--- config.mk ---
export PLATFORM = sky130hd
export DESIGN_NAME = serial_magnitude_comparator_flat
export DESIGN_NICKNAME = d
export VERILOG_FILES = /design/src/rtl/serial_magnitude_comparator_pkg.sv /design/src/rtl/serial_magnitude_comparator_if.sv /design/src/rtl/serial_magnitude_comparator_chunk.sv /design/src/rtl/serial_magnitude_comparator.sv /design/src/flat_wrapper.sv
export SDC_FILE = /design/constraint.sdc
export NUM_CORES = 1
export LEC_CHECK = 0
export CAP_MARGIN = 25
export CORE_MARGIN = 2
export CORE_UTILIZATION = 50
export DETAILED_ROUTE_END_ITERATION = 12
export GPL_ROUTABILITY_DRIVEN = 0
export PLACE_DENSITY = 0.78
export SLEW_MARGIN = 20
export SYNTH_ARGS = -nofsm -noshare
export SYNTH_HDL_FRONTEND = slang
export SYNTH_HIERARCHICAL = 1
export SYNTH_SLANG_ARGS = --single-unit
--- constraint.sdc ---
create_clock -name clk -period 3.4 [get_ports clk]
set_input_delay 0.68 -clock clk [delete_from_list [all_inputs] [get_ports clk]]
set_output_delay 0.68 -clock clk [all_outputs]
set_load 0.05 [all_outputs]
--- src/rtl/serial_magnitude_comparator_pkg.sv ---
// Shared encodings for the serial magnitude comparator: relation codes,
// FSM states and the helper that turns a chunk verdict into a relation code.
package comparator_pkg;

    localparam logic [1:0] REL_EQ = 2'b00;
    localparam logic [1:0] REL_GT = 2'b01;
    localparam logic [1:0] REL_LT = 2'b10;

    typedef enum logic [1:0] {
        ST_IDLE    = 2'd0,
        ST_COMPARE = 2'd1,
        ST_DONE    = 2'd2
    } state_t;

    function automatic logic [1:0] rel_code(input logic gt, input logic lt);
        if (gt) begin
            return REL_GT;
        end else if (lt) begin
            return REL_LT;
        end
        return REL_EQ;
    endfunction

endpackage

--- src/rtl/serial_magnitude_comparator_if.sv ---
// Request/result bundle between a requester (master) and the comparator (slave).
interface serial_magnitude_comparator_if #(
    parameter int WIDTH = 8,
    parameter int STEP  = 1
);
    localparam int CW = $clog2(WIDTH / STEP + 1);

    logic             start;
    logic             is_signed;
    logic [WIDTH-1:0] a;
    logic [WIDTH-1:0] b;
    logic             busy;
    logic             done;
    logic [1:0]       r;
    logic [CW-1:0]    cycles;

    modport master (
        output start, is_signed, a, b,
        input  busy, done, r, cycles
    );

    modport slave (
        input  start, is_signed, a, b,
        output busy, done, r, cycles
    );

endinterface

--- src/rtl/serial_magnitude_comparator_chunk.sv ---
// Combinational unsigned compare of one STEP-bit chunk of each operand.
module cmp_chunk #(
    parameter int STEP = 1
) (
    input  logic [STEP-1:0] x,
    input  logic [STEP-1:0] y,
    output logic            gt,
    output logic            lt
);

    assign gt = (x > y);
    assign lt = (x < y);

endmodule

--- src/rtl/serial_magnitude_comparator.sv ---
// Multi-cycle MSB-first magnitude comparator, STEP bits per cycle, early exit on
// the first differing chunk; signed mode biases both MSBs so the scan stays unsigned.
module serial_magnitude_comparator
    import comparator_pkg::*;
#(
    parameter int WIDTH = 8,
    parameter int STEP  = 1
) (
    input logic                          clk,
    input logic                          reset,
    serial_magnitude_comparator_if.slave bus
);

    localparam int NSTEPS = WIDTH / STEP;
    localparam int CW     = $clog2(NSTEPS + 1);
    localparam int IW     = (NSTEPS > 1) ? $clog2(NSTEPS) : 1;
    localparam logic [IW-1:0]    TOP_IDX  = IW'(NSTEPS - 1);
    localparam logic [WIDTH-1:0] MSB_MASK = {1'b1, {(WIDTH-1){1'b0}}};

    if (WIDTH < 2 || (WIDTH % STEP) != 0) begin : g_param_check
        $error("serial_magnitude_comparator: WIDTH must be >= 2 and a multiple of STEP");
    end

    state_t           state;
    state_t           state_next;
    logic [WIDTH-1:0] a_q;
    logic [WIDTH-1:0] b_q;
    logic [IW-1:0]    idx;
    logic [CW-1:0]    cnt;
    logic [CW-1:0]    cycles_q;
    logic [1:0]       r_q;
    logic [STEP-1:0]  x_chunk;
    logic [STEP-1:0]  y_chunk;
    logic             gt;
    logic             lt;
    logic             last;
    logic             finish;

    assign x_chunk = a_q[idx*STEP +: STEP];
    assign y_chunk = b_q[idx*STEP +: STEP];
    assign last    = (idx == '0);
    assign finish  = gt || lt || last;

    cmp_chunk #(.STEP(STEP)) u_cmp (
        .x  (x_chunk),
        .y  (y_chunk),
        .gt (gt),
        .lt (lt)
    );

    always_ff @(posedge clk) begin
        if (reset) begin
            state <= ST_IDLE;
        end else begin
            state <= state_next;
        end
    end

    always_comb begin
        state_next = state;
        case (state)
            ST_IDLE:    if (bus.start) state_next = ST_COMPARE;
            ST_COMPARE: if (finish) state_next = ST_DONE;
            ST_DONE:    state_next = ST_IDLE;
            default:    state_next = ST_IDLE;
        endcase
    end

    always_comb begin
        bus.busy = (state == ST_COMPARE);
        bus.done = (state == ST_DONE);
    end

    // Operands are captured once at accept; r/cycles only move on entry to DONE.
    always_ff @(posedge clk) begin
        if (reset) begin
            a_q      <= '0;
            b_q      <= '0;
            idx      <= '0;
            cnt      <= '0;
            r_q      <= REL_EQ;
            cycles_q <= '0;
        end else begin
            case (state)
                ST_IDLE: begin
                    if (bus.start) begin
                        a_q <= bus.is_signed ? (bus.a ^ MSB_MASK) : bus.a;
                        b_q <= bus.is_signed ? (bus.b ^ MSB_MASK) : bus.b;
                        idx <= TOP_IDX;
                        cnt <= CW'(1);
                    end
                end
                ST_COMPARE: begin
                    if (finish) begin
                        r_q      <= rel_code(gt, lt);
                        cycles_q <= cnt;
                    end else begin
                        idx <= idx - IW'(1);
                        cnt <= cnt + CW'(1);
                    end
                end
                default: ;
            endcase
        end
    end

    assign bus.r      = r_q;
    assign bus.cycles = cycles_q;

endmodule

--- src/flat_wrapper.sv ---
// flat-port wrapper written by rule: the top's interface ports become plain ports
module serial_magnitude_comparator_flat import comparator_pkg::*;
#(
    parameter int WIDTH = 8,
    parameter int STEP  = 1
)
  (clk, reset, bus_start, bus_is_signed, bus_a, bus_b, bus_busy, bus_done, bus_r, bus_cycles);
  serial_magnitude_comparator_if #(.WIDTH(WIDTH), .STEP(STEP)) bus_i ();
  input logic clk;
  input logic reset;
  input wire logic [$bits(bus_i.start)-1:0] bus_start;
  input wire logic [$bits(bus_i.is_signed)-1:0] bus_is_signed;
  input wire logic [$bits(bus_i.a)-1:0] bus_a;
  input wire logic [$bits(bus_i.b)-1:0] bus_b;
  output wire logic [$bits(bus_i.busy)-1:0] bus_busy;
  output wire logic [$bits(bus_i.done)-1:0] bus_done;
  output wire logic [$bits(bus_i.r)-1:0] bus_r;
  output wire logic [$bits(bus_i.cycles)-1:0] bus_cycles;
  assign bus_i.start = bus_start;
  assign bus_i.is_signed = bus_is_signed;
  assign bus_i.a = bus_a;
  assign bus_i.b = bus_b;
  assign bus_busy = bus_i.busy;
  assign bus_done = bus_i.done;
  assign bus_r = bus_i.r;
  assign bus_cycles = bus_i.cycles;
  serial_magnitude_comparator #(.WIDTH(WIDTH), .STEP(STEP)) u_core (.clk(clk), .reset(reset), .bus(bus_i));
endmodule
==> qor.rpt <==
==================================================================================================
Result of the run                                                                     finished, final reports clean
Number of maximum-capacitance constraint violations                                              0
Fin crit share                                                                              0.8231
Yosys reg bits                                                                                  31
Number of antenna violations at the first check in global routing                                0
Shortest period the worst path allows                                                     2.798 ns
Library cell occupying the most area in the post-synthesis netlist                         dfxtp_1
Core Rows                                                                                       19
Number of unique standard cell types used by synthesis                                          35
I/O pin total                                                                                   28
Average instance area after synthesis                                                  8.996 sq um
Via count of the first global-routing pass                                                    1097
Share of Yosys cell area claimed by the top area cell type                                  0.4509
Peak ir drop on the vdd network                                                          0.4347 mV
Total congestion overflow                                                                        0
TritonCTS clock tree                                                                           yes
Post-synth net total                                                                           176
Wire length of the first global-routing pass                                               4912 um
Share of post-route cells with drive strength above 1                                      0.09444
Reported leakage power                                                                   0.6705 nW
Endpoint type of the worst setup path                                                 primary output
Critical path required time                                                                2.72 ns
Vias per cell                                                                                5.474
Worst-case clock buffer depth                                                                    2
Cell count after synthesis                                                                     153
Routed Antenna Nets                                                                              0
Largest stage delay on the critical path                                                   0.91 ns
Setup TNS                                                                                     0 ns
Power per cell area                                                                   538.7 nW/um^2
Tally of filler cells in the layout                                                            236
Count of port buffers added during placement                                                    27
Final hold slack                                                                         0.4565 ns
HP Class                                                                              register to register
Setup-violating endpoint count in the final report                                               0
Total count of max-transition violations in the final report                                     0
Count of library flops with an enable pin                                                        0
Total DRC errors in the routed layout                                                            0
Worst slew margin relative to its limit                                                     0.4707
Yosys cell count                                                                               153
Number of cells in the finished layout apart from fillers                                      211
Placement Cell Area                                                                     1647 sq um
Cts-stage hold buffer count                                                                      0
Detailed Route WL                                                                          2855 um
Pre-placement core utilization                                                              0.5123
Crit path kind                                                                        register to primary output
Count of tool warnings                                                                          27
YS chip area                                                                            1376 sq um
WL/cell                                                                                   13.53 um
FFs w/ async S/R, synth                                                                          0
Count of placed standard cells including taps                                                  203
TritonRoute pass-1 iters                                                                         4
Unrepaired setup endpoints after global routing                                              false
All-Layer GR Usage                                                                          0.2020
Clock sinks                                                                                     31
H-Tree Depth                                                                                     2
ANT cells                                                                                        0
Syn Std Cell Area                                                                       1376 sq um
Clock transition time at the flip-flop clock pins of the worst setup and hold paths        0.10 ns
Pin count of the biggest net entering global routing                                            24
Chip height                                                                               56.47 um
Overall die width                                                                         56.47 um
Cell type of the slowest stage on the worst timing path                               clkdlybuf4s50_1
Cells traversed along the worst timing path                                           nor2b_1, clkdlybuf4s50_1
Number of synthesis warnings                                                                     6
Final layout net count                                                                         202
Seq/Total Area, Yosys                                                                       0.4509
Chip area                                                                               3188 sq um
Maximum fanout encountered on the critical timing path                                           9
Worst slew pin tran                                                                      0.7915 ns
Placed wire-length estimate                                                                2026 um
Count of routing violations after the opening detailed-route iteration                          14
Timing-limited maximum frequency                                                        0.3573 GHz
Clk root buf                                                                              clkbuf_4
Top cells by area, synth                                                              dfxtp_1 45%, nand2_1 10%, mux4_1 7.6%, a21oi_1 7.3%, ha_1 2.7%
Final tally of hold violations                                                                   0
Number of vias in the routed layout                                                           1155
Number of buffers created by CTS                                                                 5
==================================================================================================
## cell usage after synthesis (2+ instances only)
cell	number
nand2_1	38
mux4_1	4
inv_1	4
buf_2	2
dfxtp_1	31
a31oi_1	3
xnor2_1	2
buf_6	2
a211oi_1	2
a21oi_1	20
ha_1	3
nor3_1	2
nand3_1	2
clkbuf_1	5
a211oi_2	2
nor2_1	9
mux2_2	2
nor2b_1	3
## cells in the final DEF (no fill, tap or decap), types with 2 or more instances in the layout
master,count
nand2_1,38
dfxtp_1,31
clkdlybuf4s50_1,27
a21oi_1,20
nor2_1,9
clkbuf_4,5
mux4_1,4
inv_1,4
nor2b_1,3
a31oi_1,3
ha_1,3
mux2_2,2
nor3_1,2
a211oi_2,2
xnor2_1,2
a211oi_1,2
nand3_1,2
buf_4,2
## registers in the layout, summed over array words and instances (netlist names)
register           count
u_core/a_q             8
u_core/b_q             8
u_core/bus.cycles      4
u_core/bus.r           2
u_core/cnt             4
u_core/idx             3
u_core/state           2
## stage by stage
stage          power [mW]  setup slack, ns
2_1_floorplan      0.5805            1.132
3_3_place_gp       0.6252           0.8873
3_5_place_dp       0.6355           0.7648
4_1_cts            0.9385           0.5643
5_1_grt            0.9879           0.4565
6_report           0.9336           0.6016
## worst max-delay path, delay by kind of cell (launching register included)
family | cells | cell delay [ns]
buffers and inverters | 1 | 0.91
and+or+nand+nor | 1 | 0.48
DFF | 1 | 0.39
## report_power, final
| group | total (mW) | switching (mW) | internal, mW |
|---|---|---|---|
| Combinational | 0.206 | 0.112 | 0.0943 |
| Sequential | 0.423 | 0.0282 | 0.395 |
| Clock | 0.305 | 0.131 | 0.174 |
## final timing paths
check / startpoint / endpoint / slack [ns] / cells after the start
hold / removal: u_core/b_q[6]$_SDFFE_PP0P_ / u_core/b_q[6]$_SDFFE_PP0P_ / 0.46 / 2
hold reg to reg: u_core/b_q[6]$_SDFFE_PP0P_ / u_core/b_q[6]$_SDFFE_PP0P_ / 0.46 / 2
setup reg to reg: u_core/idx[0]$_SDFFE_PP0P_ / u_core/cnt[1]$_SDFFE_PP0P_ / 0.73 / 7
setup / recovery: u_core/state[0]$_SDFFE_PP0P_ / bus_busy / 0.60 / 2
## final cells by class
| cell class | instances | area [sq um] | area share |
|---|---|---|---|
| clock inverter | 2 | 35.03 | 0.02022 |
| clock buffer | 6 | 51.30 | 0.02960 |
| multi-input combinational | 108 | 686.9 | 0.3964 |
| tap | 31 | 38.79 | 0.02238 |
| inverter | 4 | 15.01 | 0.008664 |
| sequential | 31 | 620.6 | 0.3581 |
| timing repair buffer | 29 | 285.3 | 0.1646 |
## layer usage
metal	vias up	global-route usage	wire length, um
met4	0	0.08844	53
met5	-	0	0
met2	24	0.3140	1373
li1	582	-	-
met3	8	0.07143	124
met1	541	0.2522	1304
## kinds of logic (layout without fill, tap and decap cells)
logic type,after synthesis,after routing,synth area share
multiplexers,7,7,0.1000
AND-OR/OR-AND,34,34,0.1564
adder cells (fa/ha/maj),3,3,0.02728
AND/OR/NAND/NOR,62,62,0.1991
XOR/XNOR,2,2,0.01273
flip-flops,31,31,0.4509
buffers and inverters,14,41,0.05364
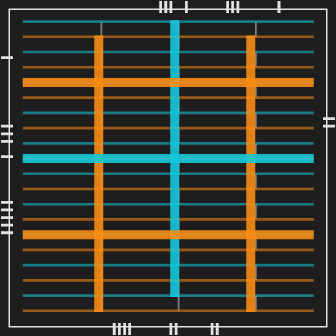
(images/floorplan.png)
Pins as bars on the die edge. Tap cells in grey.
[cyan] VDD
[orange] VSS
met5 straps: 3
met4 straps: 3

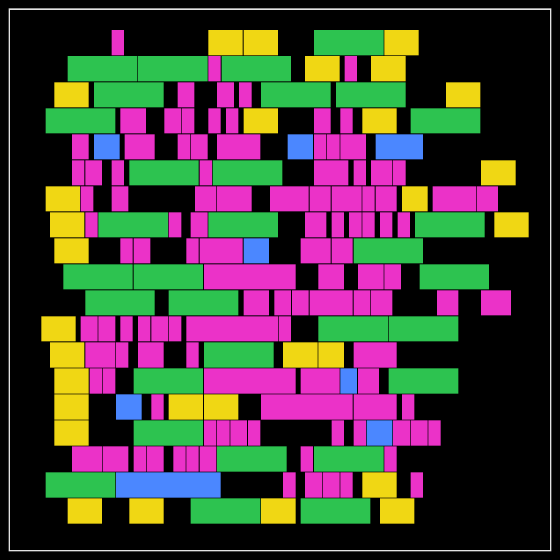
(images/class_map.png)
[yellow] remaining buffers and delay cells | cells: 29 | share of their area: 17%
[blue] clock drivers and dummy loads | cells: 8 | share of their area: 5.1%
[green] registers | cells: 31 | share of their area: 37%
[magenta] remaining logic cells | cells: 112 | share of their area: 41%
final core utilization: 0.6451
Seq/total area: 0.3581
final design area excluding fillers: 1733 sq um

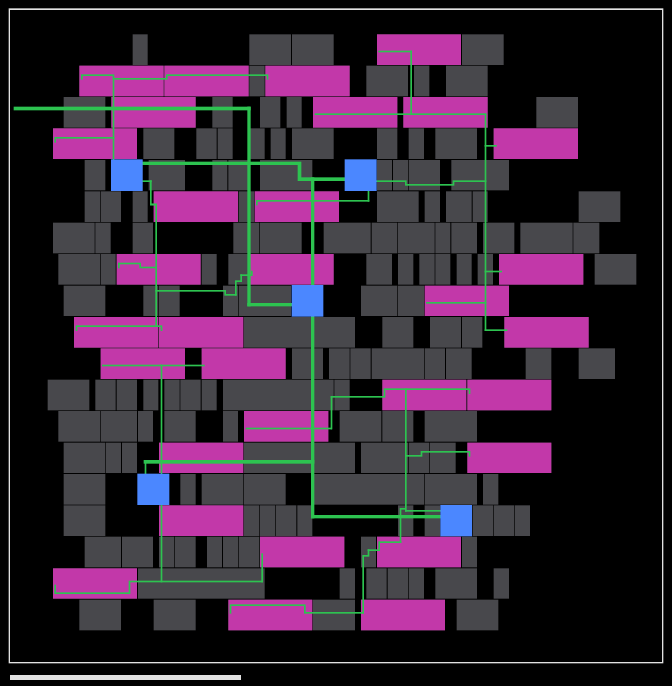
(images/clock_wires.png)
The bar under the picture is 20 um long.
[magenta] flip-flops | count: 31
[green] clock wires | length: 383 um
[blue] clock-net drivers | count: 5
routed clock nets: 6
clk latency late pin: 0.33 ns
Final Skew: 0.01310 ns

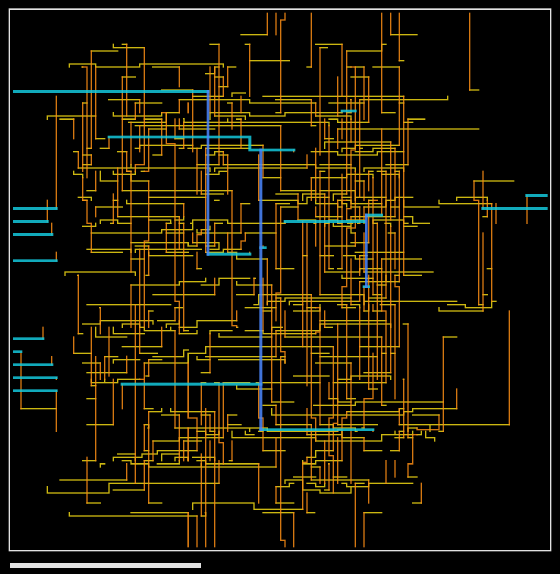
(images/layers.png)
The bar under the picture is 20 um long.
[yellow] M1 | wire length: 1300 um
[orange] M2 | wire length: 1370 um
[cyan] M3 | wire length: 124 um
[blue] M4 | wire length: 53.7 um

No activity file was given, so power comes from the tool's default toggle rates.
